### src/rtl/io_bus_arbiter.sv
// Two-requester read arbiter for a shared memory-mapped IO bus.
// Alternating tie-break, fixed address hold time, one-cycle bus turnaround.
module io_bus_arbiter #(
    parameter int unsigned WAIT_CYCLES  = 2,
    parameter logic [63:0] IDLE_ADDRESS = 64'h0
) (
    input  logic        CLOCK_50,
    input  logic        RESET_N,
    input  logic        REQ0,
    input  logic [63:0] ADDR0,
    input  logic        REQ1,
    input  logic [63:0] ADDR1,
    output logic        GNT0,
    output logic        GNT1,
    output logic        DONE0,
    output logic        DONE1,
    output logic [63:0] RDATA,
    output logic [63:0] BUS_ADDRESS,
    input  logic [63:0] BUS_DATA,
    output logic        BUSY
);

    typedef enum logic [1:0] {
        ST_IDLE    = 2'd0,
        ST_ACCESS  = 2'd1,
        ST_RELEASE = 2'd2
    } state_t;

    state_t      state_q, state_d;
    logic [3:0]  cnt_q, cnt_d;
    logic        last_q, last_d;
    logic        gnt0_q, gnt0_d;
    logic        gnt1_q, gnt1_d;
    logic        done0_q, done0_d;
    logic        done1_q, done1_d;
    logic        busy_q, busy_d;
    logic [63:0] rdata_q, rdata_d;
    logic [63:0] addr_q, addr_d;
    logic        pick0, pick1;

    // last_q==1 means requester 1 was granted last, so requester 0 wins a tie.
    always_comb begin
        pick0 = REQ0 && (!REQ1 || last_q);
        pick1 = REQ1 && (!REQ0 || !last_q);
    end

    always_ff @(posedge CLOCK_50 or negedge RESET_N) begin
        if (!RESET_N) begin
            state_q <= ST_IDLE;
        end else begin
            state_q <= state_d;
        end
    end

    always_comb begin
        state_d = state_q;
        case (state_q)
            ST_IDLE:    if (pick0 || pick1) state_d = ST_ACCESS;
            ST_ACCESS:  if (cnt_q == 4'd0) state_d = ST_RELEASE;
            ST_RELEASE: state_d = ST_IDLE;
            default:    state_d = ST_IDLE;
        endcase
    end

    always_comb begin
        cnt_d   = cnt_q;
        last_d  = last_q;
        gnt0_d  = gnt0_q;
        gnt1_d  = gnt1_q;
        done0_d = 1'b0;
        done1_d = 1'b0;
        rdata_d = rdata_q;
        addr_d  = addr_q;
        case (state_q)
            ST_IDLE: begin
                addr_d = IDLE_ADDRESS;
                if (pick0) begin
                    gnt0_d = 1'b1;
                    addr_d = ADDR0;
                    cnt_d  = 4'(WAIT_CYCLES - 1);
                    last_d = 1'b0;
                end else if (pick1) begin
                    gnt1_d = 1'b1;
                    addr_d = ADDR1;
                    cnt_d  = 4'(WAIT_CYCLES - 1);
                    last_d = 1'b1;
                end
            end
            ST_ACCESS: begin
                // Address and grant stay frozen; only the hold counter moves.
                if (cnt_q != 4'd0) begin
                    cnt_d = cnt_q - 4'd1;
                end else begin
                    rdata_d = BUS_DATA;
                    done0_d = gnt0_q;
                    done1_d = gnt1_q;
                    gnt0_d  = 1'b0;
                    gnt1_d  = 1'b0;
                    addr_d  = IDLE_ADDRESS;
                end
            end
            default: begin
                addr_d = IDLE_ADDRESS;
            end
        endcase
        busy_d = (state_d != ST_IDLE);
    end

    always_ff @(posedge CLOCK_50 or negedge RESET_N) begin
        if (!RESET_N) begin
            cnt_q   <= 4'd0;
            last_q  <= 1'b1;
            gnt0_q  <= 1'b0;
            gnt1_q  <= 1'b0;
            done0_q <= 1'b0;
            done1_q <= 1'b0;
            busy_q  <= 1'b0;
            rdata_q <= 64'h0;
            addr_q  <= IDLE_ADDRESS;
        end else begin
            cnt_q   <= cnt_d;
            last_q  <= last_d;
            gnt0_q  <= gnt0_d;
            gnt1_q  <= gnt1_d;
            done0_q <= done0_d;
            done1_q <= done1_d;
            busy_q  <= busy_d;
            rdata_q <= rdata_d;
            addr_q  <= addr_d;
        end
    end

    assign GNT0        = gnt0_q;
    assign GNT1        = gnt1_q;
    assign DONE0       = done0_q;
    assign DONE1       = done1_q;
    assign BUSY        = busy_q;
    assign RDATA       = rdata_q;
    assign BUS_ADDRESS = addr_q;

endmodule

### config.mk
export PLATFORM = sky130hd
export DESIGN_NAME = io_bus_arbiter
export DESIGN_NICKNAME = d
export VERILOG_FILES = /design/src/rtl/io_bus_arbiter.sv
export SDC_FILE = /design/constraint.sdc
export NUM_CORES = 1
export LEC_CHECK = 0
export CELL_PAD_IN_SITES_DETAIL_PLACEMENT = 1
export CELL_PAD_IN_SITES_GLOBAL_PLACEMENT = 2
export CORE_MARGIN = 2
export CORE_UTILIZATION = 23
export DETAILED_ROUTE_END_ITERATION = 8
export PLACE_DENSITY = 0.86
export RECOVER_POWER = 50
export SLEW_MARGIN = 10
export SYNTH_ARGS = -nofsm -noshare
export SYNTH_HDL_FRONTEND = slang
export SYNTH_SLANG_ARGS = --single-unit
### constraint.sdc
create_clock -name CLOCK_50 -period 2.55 [get_ports CLOCK_50]
set_clock_uncertainty 0.05 [all_clocks]
set_input_delay 0.255 -clock CLOCK_50 [delete_from_list [all_inputs] [get_ports CLOCK_50]]
set_output_delay 0.255 -clock CLOCK_50 [all_outputs]
set_load 0.05 [all_outputs]
Run 1, pin placement:
Pins as bars across the die edge, other pins in gray.
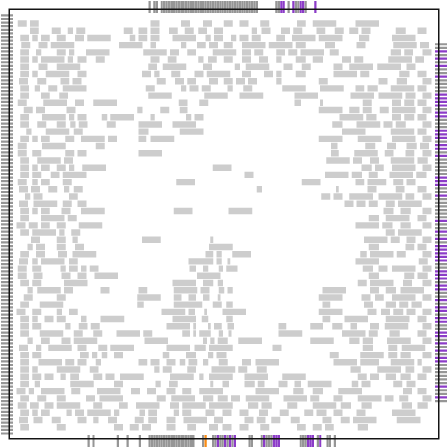
[orange] GNT1 | pins: 1 | direction: output | edge: bottom
[purple] RDATA | pins: 64 | direction: output | edge: 46 right, 12 bottom, 6 top
all pins by edge: 117 left, 100 right, 57 bottom, 55 top

Run 1, clock wires, drivers and flops:
Scale bar: 50 um.
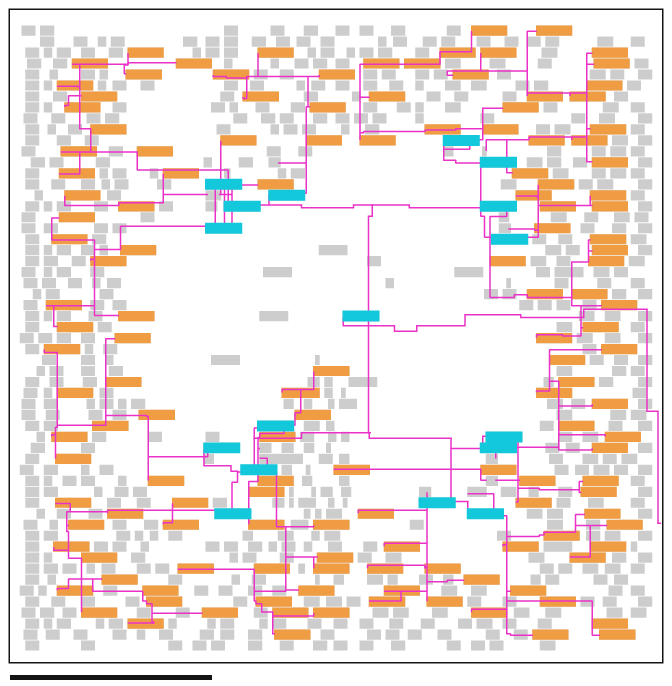
[orange] flip-flops | count: 140
[cyan] clock-net drivers | count: 17
[magenta] clock wires | length: 2110 um
flops lie: all over the die

Run 1, cell classes on the final placement:
Fill, decap, tap and diode cells in gray.
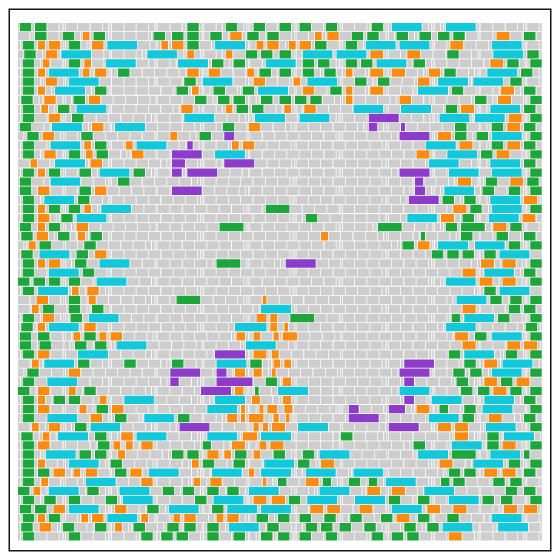
[green] remaining buffers and delay cells | cells: 346
[purple] clock drivers and dummy loads | cells: 32
[orange] remaining logic cells | cells: 231
[cyan] registers | cells: 140

==> run summary, run 1 <==
run metrics: post-CTS sizing 0, Yosys reg bits 140, maximum VDD drop 0.6436 mV, crit-path max cell delay 430 ps, vias in the first global route 5320, max-slew violations 0, synthesized cell area 0.005705 mm2, largest net degree at the start of global routing between 60 and 70, clk buf depth 2, clock share of power 17.0%, DRT iter0 DRCs 126, GP Congestion 0.7861, Slew @ Worst Pin 1424 ps, net switching power 6.659 mW, Worst EP arrival roughly 2500 ps, sw frac 46.72%, Gate Count Post-Synth 406, Chip Area, Yosys 0.005705 mm2, FP Util 23.46%, Die ar. 0.02608 mm2, fa+ha+maj area frac less than 1%, final tally of hold violations 0, clk slew on worst S/H paths 60 ps, cell count listed in synth_stat.txt 406, initial antenna violation count 0, worst hold slack 386.8 ps, Cell Type Count 32, Int Power 7.594 mW, Combinational Power Share between 50% and 60%, Die Width around 160 um, Post-Synth Simple-Gate Area 9.496%, slowest cell on the critical path or3b_1, first-pass GRT wire length 30.11 mm, Root Driver clkbuf_16, PortBufs 328, Reg power frac 26.4%, I/O pins about 330, Tcrit/Tclk final 87.65%, GR Util All Layers around 15%, crit end category register, RSZ-0062 raised after global routing false, DR DRC count 0, Dominant comb cell multiplexers, final antenna-violating net count 0, status finished clean, count of final setup violators 0, Rows 57, Power Density around 1400 mW/mm2, WS Path Type register to register, Period minus WS final between 2000 and 2500 ps, Critical Path RT 2790 ps, GRT busiest layer met2, grt total ovfl 0, Ys Warns 0, worst skew pair latency 400 ps, WL final 19.49 mm, min-delay worst type input port to register, Complex Gates by Area 12.59%, Floorplan Nets 604, DR pass1 iterations 4, area grow syn2layout 75.68%, Routed WL per cell roughly 18 um, total tool warning count 27, CTS Sinks 140, H-Tree Depth 4, core area 0.02432 mm2, M1 GR Usage between 10% and 20%, share of layout cells above drive strength 1 10.41%, mean number of vias per cell 4.578, crit-path cells inv_1, ha_1, or3b_1, nor2_4, buf_12, mux2_2, Vias 4912, CTS tree built, CP Max Fanout 16, Relative slew margins 5.035%, grt met2 use between 20% and 30%, syn avg cell area roughly 14 um2, most used logic cell in the final layout clkdlybuf4s50_1, n_diodes 0, Post-DP HPWL between 10 and 15 mm, Num CTS Buffers 17, LEAKAGE 4.350 nW, Die Y-Extent 161.5 um, Final #Nets 934, MaxCap Viol Count 0, Post-Synth XOR/XNOR Area 0%, Post-synth seq share roughly three fifths, setup_tns 0 ps, Multiplexer share about an eighth, CP startpoint kind register, most frequent cells in the layout 289 x clkdlybuf4s50_1, 139 x dfrtp_1, 67 x and3_1, grt met3 use 5.984%, Max Freq approximately 450 MHz
[run 1: layout make-up]
class,instances,area (um2)
clock buffers,19,442.9
clock inverters,13,130.1
fillers,2545,14300
inverters,2,7.507
multi-input cells,229,2024
flip-flops and latches,140,3505
well taps,324,405.4
repair buffers,346,3508
[run 1: worst paths after layout]
path                            cells after the start         endpoint  slack [ps]          from
max in group asynchronous                           3  BUS_ADDRESS[29]         460       RESET_N
worst max-delay path                                6        RDATA[24]         320      cnt_q[0]
worst min-delay path                                2        RDATA[42]         390  BUS_DATA[42]
min in group asynchronous                           2        RDATA[55]         680       RESET_N
worst max register to register                      6        RDATA[24]         320      cnt_q[0]
worst min register to register                      1         RDATA[8]         430      RDATA[8]
[run 1: metrics by stage]
stage          util, %  cell area (um2)  setup WS [ps]  cells  power (mW)
2_1_floorplan        -             5705          639.0    406       8.975
3_3_place_gp     38.97             9478          371.4   1040       11.99
3_5_place_dp     38.97             9478          320.1   1040       12.11
4_1_cts          41.37            10060          281.7   1073       14.62
5_1_grt          41.22            10020          127.9   1073       15.00
6_report         41.22            10020          315.0   1073       14.25
[run 1: power by group through the flow]
stage               clock (mW)  sequential, mW  combinational, mW
finish                    2.42            3.76               8.07
global route              2.62            3.91               8.47
CTS                       2.52            3.80               8.30
detailed placement           0            3.82               8.29
global placement             0            3.80               8.18
floorplan                    0            6.93               2.05
[run 1: registers in the layout, indices dropped and copies added, names as in the netlist]
name and count:
BUSY 1, BUS_ADDRESS 64, DONE0 1, DONE1 1
GNT0 1, GNT1 1, RDATA 64, cnt_q 4
last_q 1, state_q 2
[run 1: logic make-up (layout without fill, tap and decap cells)]
logic type / after synthesis / after routing
buf+inv: 37 / 380
flops: 140 / 140
fa+ha+maj: 2 / 2
mux: 65 / 65
compound gates: 75 / 75
simple gates: 87 / 87
[run 1: what timing repair did]
| action | 4_1_cts | 5_1_grt |
|---|---|---|
| endpoints found under the setup margin | 0 | 0 |
| setup buffers | 0 | 0 |
| hold endpoints to repair | 52 | 0 |
| hold buffers | 1 | 0 |
[run 1: synth_stat cells (all sizes together)]
cell type  instances  area share [%]
a21oi              1           0.088
a221o             64              11
a31o               1            0.15
and3              67             7.3
buf               13             1.6
clkbuf            22             1.4
dfrtp            139              61
dfstp              1            0.46
ha                 2            0.44
inv                2            0.13
mux2              65              13
nand2              3            0.20
nand2b             3            0.33
nand3              1           0.088
nand3b             1            0.13
nor2               5            0.42
nor2b              1            0.11
nor3               1           0.088
nor3b              2            0.35
o211ai             4            0.53
o21ai              2            0.18
o22a               1            0.15
o22ai              1            0.11
o311ai             1            0.15
or2                1            0.11
or3b               1            0.20
or4                1            0.13
[run 1: worst max-delay path, delay by kind of cell, from the launching register on]
family	cells	cell delay, ps
AND/OR/NAND/NOR	2	850
flip-flops	1	380
multiplexers	1	340
adder cells (fa/ha/maj)	1	160
buffers and inverters	2	330
[run 1: layer usage]
metal,part of all wire [%],vias up,wire length [um]
li1,-,2231,-
met1,43,2429,8292
met2,48,243,9286
met3,9.0,9,1751
met4,0.83,0,161
met5,0,-,0
--- run 2 (diff from run 1) ---
--- a/config.mk
+++ b/config.mk
@@ -10,6 +10,7 @@
 export CORE_MARGIN = 2
 export CORE_UTILIZATION = 23
 export DETAILED_ROUTE_END_ITERATION = 8
+export HOLD_SLACK_MARGIN = 0.02
 export PLACE_DENSITY = 0.86
 export RECOVER_POWER = 50
 export SLEW_MARGIN = 10
Run 2, metal layers overlaid:
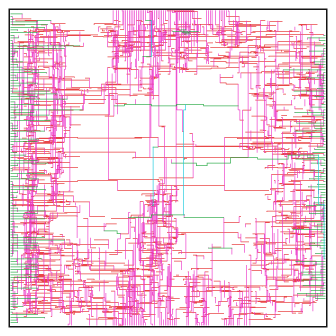
[green] M3 | wire length: 1750 um
[magenta] M2 | wire length: 9290 um
[red] M1 | wire length: 8290 um
[cyan] M4 | wire length: 161 um

Run 2, pin placement:
Pins as bars across the die edge, other pins in gray.
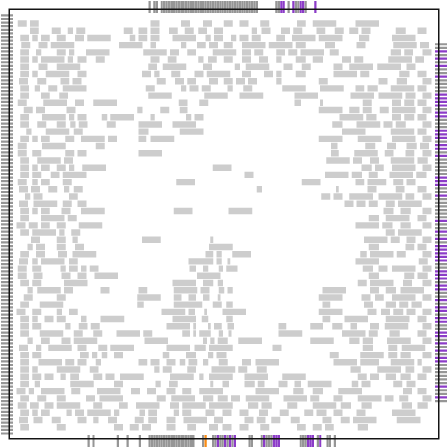
[orange] GNT1 | pins: 1 | direction: output | edge: bottom
[purple] RDATA | pins: 64 | direction: output | edge: 46 right, 12 bottom, 6 top
all pins by edge: 117 left, 100 right, 57 bottom, 55 top

==> run 2 against run 1 <==
Net effect:
- register-to-register slack hardly changed
- non-clock buffer count stayed put
- wire length stayed put
- global-route usage stayed put
- setup slack stayed put
- die area stayed put
- worst hold slack stayed put
- first-iteration DRC count stayed put
- final cell count stayed put
==> run summary, run 2 <==
run metrics: status finished clean, Routed WL per cell 18.17 um (unchanged), Floorplan Nets 604 (unchanged), maximum VDD drop 0.6436 mV (unchanged), MaxCap Viol Count 0 (unchanged), max-slew violations 0 (unchanged), Max Freq 447.4 MHz (unchanged), Synth top cells by count 139 x dfrtp_1, 67 x and3_1, 64 x a221o_1, 40 x mux2_1, 25 x mux2_2, Util after Layout 41.22% (unchanged), Final WS setup 315.0 ps (unchanged), Place WS 320.1 ps (unchanged), share of layout cells above drive strength 1 10.41% (unchanged), dpl cells 1040 (unchanged), core area 0.02432 mm2 (unchanged), biggest area consumer among synthesized cells dfrtp_1, syn avg cell area 14.05 um2 (unchanged), cell count listed in synth_stat.txt 406 (unchanged), worst skew pair latency 400 ps (about the same), final tally of hold violations 0 (unchanged), Die Width 161.5 um (unchanged), Post-DP HPWL 14.26 mm (unchanged), CP startpoint kind register, Die Y-Extent 161.5 um (unchanged), crit end category register, min-delay worst type input port to register, I/O pins 329 (unchanged), grt total ovfl 0 (unchanged), Num CTS Buffers 17 (unchanged), largest net degree at the start of global routing 67 (unchanged), GP Congestion 0.7861 (unchanged), Post-synth seq share 61.43% (unchanged), mean number of vias per cell 4.578 (unchanged), LEAKAGE 4.350 nW (unchanged), WS Path Type register to register, Ys Warns 0 (unchanged), Commonest flop dfrtp_1, Power Density 1422 mW/mm2 (unchanged), Tcrit/Tclk final 87.65% (unchanged), Slew @ Worst Pin 1424 ps (unchanged), WL final 19.49 mm (unchanged), total tool warning count 27 (unchanged), post-CTS sizing 0 (unchanged), Async SR Flop Fraction 100.0% (unchanged), total power draw 14.25 mW (unchanged), H-Tree Depth 4 (unchanged), most frequent cells in the layout 289 x clkdlybuf4s50_1, 139 x dfrtp_1, 67 x and3_1, setup_tns 0 ps (unchanged), DRT iter0 DRCs 126 (unchanged), CTS Sinks 140 (unchanged), Die ar. 0.02608 mm2 (unchanged), GR Util All Layers 14.95% (unchanged), clk buf depth 2 (unchanged), most frequent cell after synthesis dfrtp_1, synthesized cell area 0.005705 mm2 (unchanged), synth top area cells dfrtp_1 61%, a221o_1 11%, mux2_1 7.9%, first-pass GRT wire length 30.11 mm (unchanged), CTS tree built, Top-area cell share 60.96% (unchanged), final antenna-violating net count 0 (unchanged), fill cell count 2545 (unchanged), register area 0.003505 mm2 (unchanged), most used logic cell in the final layout clkdlybuf4s50_1, CP Max Fanout 16 (unchanged), Yosys reg bits 140 (unchanged), Cell Type Count 32 (unchanged), Root Driver clkbuf_16, combinational gate area 0.002024 mm2 (unchanged), area grow syn2layout 75.68% (unchanged), PortBufs 328 (unchanged), Worst EP arrival 2480 ps (about the same), Relative slew margins 5.035% (unchanged), clk slew on worst S/H paths 60 ps (about the same), Period minus WS final 2235 ps (unchanged), n_diodes 0 (unchanged), initial antenna violation count 0 (unchanged), dpl cell area 0.009478 mm2 (unchanged), DR pass1 iterations 4 (unchanged), final non-filler cell total 1073 (unchanged), Post-synth EDFFs 0 (unchanged), Final #Nets 934 (unchanged), vias in the first global route 5320 (unchanged), Gate Count Post-Synth 406 (unchanged), Chip Area, Yosys 0.005705 mm2 (unchanged), Critical Path RT 2790 ps (about the same), Rows 57 (unchanged), Vias 4912 (unchanged), FP Util 23.46% (unchanged), DR DRC count 0 (unchanged), Final Instance Area 0.01002 mm2 (unchanged), RSZ-0062 raised after global routing false, count of final setup violators 0 (unchanged), worst hold slack 386.8 ps (unchanged)
[run 2: report_power, final]
group          internal [mW]  switching [mW]  leakage, nW
clock network           1.39            1.03        0.273
registers               3.22           0.541         1.73
logic                   2.98            5.09         2.35
total                   7.59            6.66         4.35
[run 2: kinds of logic (layout without fill, tap and decap cells)]
logic type | Yosys count | in the layout | synth area share, %
compound gates | 75 | 75 | 12.59
fa+ha+maj | 2 | 2 | 0.4385
buf+inv | 37 | 380 | 3.224
flops | 140 | 140 | 61.43
mux | 65 | 65 | 12.83
simple gates | 87 | 87 | 9.496
[run 2: per-layer routing]
layer  GRT usage, %  vias to the layer above  wire (um)
li1               -                     2231          -
met1          18.07                     2429       8292
met2          24.96                      243       9286
met3          5.984                        9       1751
met4          3.612                        0        161
met5              0                        -          0
[run 2: final cells by class]
class	instances	share of cell area, %
clock buffers	19	4.419
clock inverters	13	1.298
inverters	2	0.07490
multi-input cells	229	20.20
flip-flops and latches	140	34.96
well taps	324	4.044
repair buffers	346	35.00
[run 2: what timing repair did]
item / in CTS / in global routing
hold buffers: 1 / 0
buffers inserted: 0 / 0
endpoints found under the hold margin: 52 / 0
endpoints found under the setup margin: 0 / 0
[run 2: final timing paths]
check                             start  cells after the start  slack, ps         endpoint
setup / recovery               cnt_q[0]                      6        320        RDATA[24]
hold reg to reg                RDATA[8]                      1        430         RDATA[8]
hold / removal             BUS_DATA[42]                      2        390        RDATA[42]
setup reg to reg               cnt_q[0]                      6        320        RDATA[24]
max in group asynchronous       RESET_N                      3        460  BUS_ADDRESS[29]
min in group asynchronous       RESET_N                      2        680        RDATA[55]
[run 2: critical path: stages, from the launching register on]
cell and delay, ps:
dfrtp_1 380, inv_1 110, ha_1 160, or3b_1 430
nor2_4 420, buf_12 220, mux2_2 340
--- run 3 (diff from run 2) ---
--- a/config.mk
+++ b/config.mk
@@ -8,10 +8,11 @@
 export CELL_PAD_IN_SITES_DETAIL_PLACEMENT = 1
 export CELL_PAD_IN_SITES_GLOBAL_PLACEMENT = 2
 export CORE_MARGIN = 2
-export CORE_UTILIZATION = 23
+export CORE_UTILIZATION = 38
 export DETAILED_ROUTE_END_ITERATION = 8
+export DONT_BUFFER_PORTS = 1
 export HOLD_SLACK_MARGIN = 0.02
-export PLACE_DENSITY = 0.86
+export PLACE_DENSITY = 0.84
 export RECOVER_POWER = 50
 export SLEW_MARGIN = 10
 export SYNTH_ARGS = -nofsm -noshare
==> run 3 against run 2 <==
Net effect:
- the flow now stops in clock tree synthesis (4_1_cts)
- area after synthesis unchanged
- synthesized cell count did not move
==> run summary, run 3 <==
run metrics: status aborted with a tool error, Halt Stage clock tree synthesis (4_1_cts), Error Message [ERROR RSZ-0060] Max buffer count reached., Post-CTS Hold Buffers 119 (+118), Post-DP HPWL 11.23 mm (-21%), Chip Area, Yosys 0.005705 mm2 (unchanged), synth top area cells dfrtp_1 61%, a221o_1 11%, mux2_1 7.9%, Floorplan Nets 604 (unchanged), PortBufs 0 (-100%), Top-area cell share 60.96% (unchanged), Die Y-Extent 126.5 um (-22%), most frequent cell after synthesis dfrtp_1, H-Tree Depth 4 (unchanged), clk buf depth 2 (unchanged), dpl cell area 0.005853 mm2 (-38%), Cell Type Count 32 (unchanged), Post-synth seq share 61.43% (unchanged), Ys Warns 0 (unchanged), FP Util 39.11% (+16 points), dpl cells 560 (-46%), Rows 44 (-23%), synthesized cell area 0.005705 mm2 (unchanged), Commonest flop dfrtp_1, Die Width 126.5 um (-22%), Gate Count Post-Synth 406 (unchanged), GP Congestion 0.7656 (-2.6%), I/O pins 329 (unchanged), biggest area consumer among synthesized cells dfrtp_1, Root Driver clkbuf_16, cell count listed in synth_stat.txt 406 (unchanged), Post-synth EDFFs 0 (unchanged), post-CTS sizing 0 (unchanged), Post-CTS Setup Inserts 0 (unchanged), Num CTS Buffers 17 (unchanged), Synth top cells by count 139 x dfrtp_1, 67 x and3_1, 64 x a221o_1, 40 x mux2_1, 25 x mux2_2, CTS Sinks 140 (unchanged), Yosys reg bits 140 (unchanged), syn avg cell area 14.05 um2 (unchanged), Async SR Flop Fraction 100.0% (unchanged)
-- run 3: cell counts after synthesis --
Identical to the previous run, type by type.
-- run 3: per-stage QoR --
step / setup WS, ps / util (%)
after detailed placement: 416.8 / 40.12
after global placement: 519.4 / 40.12
after floorplan: 639.0 / -
-- run 3: logic make-up after synthesis --
family | synth area share, %
compound gates | 12.59
mux | 12.83
flops | 61.43
buf+inv | 3.224
simple gates | 9.496
fa+ha+maj | 0.4385
--- run 4 (diff from run 3) ---
==> config.mk (replaced) <==
export PLATFORM = sky130hd
export DESIGN_NAME = io_bus_arbiter
export DESIGN_NICKNAME = d
export VERILOG_FILES = /design/src/rtl/io_bus_arbiter.sv
export SDC_FILE = /design/constraint.sdc
export NUM_CORES = 1
export LEC_CHECK = 0
export CORE_AREA = 2 2 127 129
export DETAILED_ROUTE_END_ITERATION = 8
export DIE_AREA = 0 0 129 131
export DONT_BUFFER_PORTS = 1
export PLACE_DENSITY_LB_ADDON = 0.15
export RECOVER_POWER = 50
export SLEW_MARGIN = 10
export SYNTH_ARGS = -nofsm -noshare
export SYNTH_HDL_FRONTEND = slang
export SYNTH_SLANG_ARGS = --single-unit
==> run 4 against run 3 <==
Net effect:
- the run again fails in clock tree synthesis (4_1_cts)
- area after synthesis stayed put
- synthesized cell count did not move
==> run summary, run 4 <==
run metrics: Die Width 129 um (+1.9%), Commonest flop dfrtp_1, Chip Area, Yosys 0.005705 mm2 (unchanged), Root Driver clkbuf_16, synth top area cells dfrtp_1 61%, a221o_1 11%, mux2_1 7.9%, Post-Synth XOR/XNOR Area 0% (unchanged), Cell Type Count 32 (unchanged), Place WS 392.9 ps (-23.92 ps), Die Y-Extent 131 um (+3.5%), syn avg cell area 14.05 um2 (unchanged), Synth top cells by count 139 x dfrtp_1, 67 x and3_1, 64 x a221o_1, 40 x mux2_1, 25 x mux2_2, Multiplexer share 12.83% (unchanged), cell count listed in synth_stat.txt 406 (unchanged), Top-area cell share 60.96% (unchanged), Post-CTS Setup Inserts 0 (unchanged), Dominant comb cell multiplexers, status aborted with a tool error, Halt Stage clock tree synthesis (4_1_cts), synthesized cell area 0.005705 mm2 (unchanged), fa+ha+maj area frac 0.4386% (unchanged), Num CTS Buffers 17 (unchanged), CTS Sinks 140 (unchanged), clk buf depth 2 (unchanged), Rows 46 (+4.5%), Gate Count Post-Synth 406 (unchanged), Post-synth seq share 61.43% (unchanged), Error Message [ERROR RSZ-0060] Max buffer count reached., GP Congestion 0.8054 (+5.2%), PortBufs 0 (unchanged), Post-DP HPWL 10.55 mm (-6.0%), FP Util 36.58% (-2.5 points), Ys Warns 0 (unchanged), Post-Synth Simple-Gate Area 9.496% (unchanged), I/O pins 329 (unchanged), post-CTS sizing 0 (unchanged), most frequent cell after synthesis dfrtp_1, biggest area consumer among synthesized cells dfrtp_1, Complex Gates by Area 12.59% (unchanged), Floorplan Nets 604 (unchanged), H-Tree Depth 4 (unchanged), Async SR Flop Fraction 100.0% (unchanged), Yosys reg bits 140 (unchanged), Post-CTS Hold Buffers 127 (+6.7%), Post-synth EDFFs 0 (unchanged)
## run 4: cell counts after synthesis
No cell type changed its count.
## run 4: logic make-up after synthesis
group                      count (synthesis)
adders and majority gates                  2
muxes                                     65
buffers and inverters                     37
and+or+nand+nor                           87
AOI/OAI and AO/OA                         75
DFF                                      140
## run 4: through the flow
| stage | utilization (%) | std cells | hold WS (ps) | instance area, um2 | power [mW] |
|---|---|---|---|---|---|
| detailed placement | 38.10 | 599 | -87.95 | 5943 | 9.791 |
| global placement | 38.10 | 599 | -87.44 | 5943 | 9.676 |
| floorplan | - | 406 | -90.59 | 5705 | 8.975 |
Power is estimated from default activity; no workload was simulated.
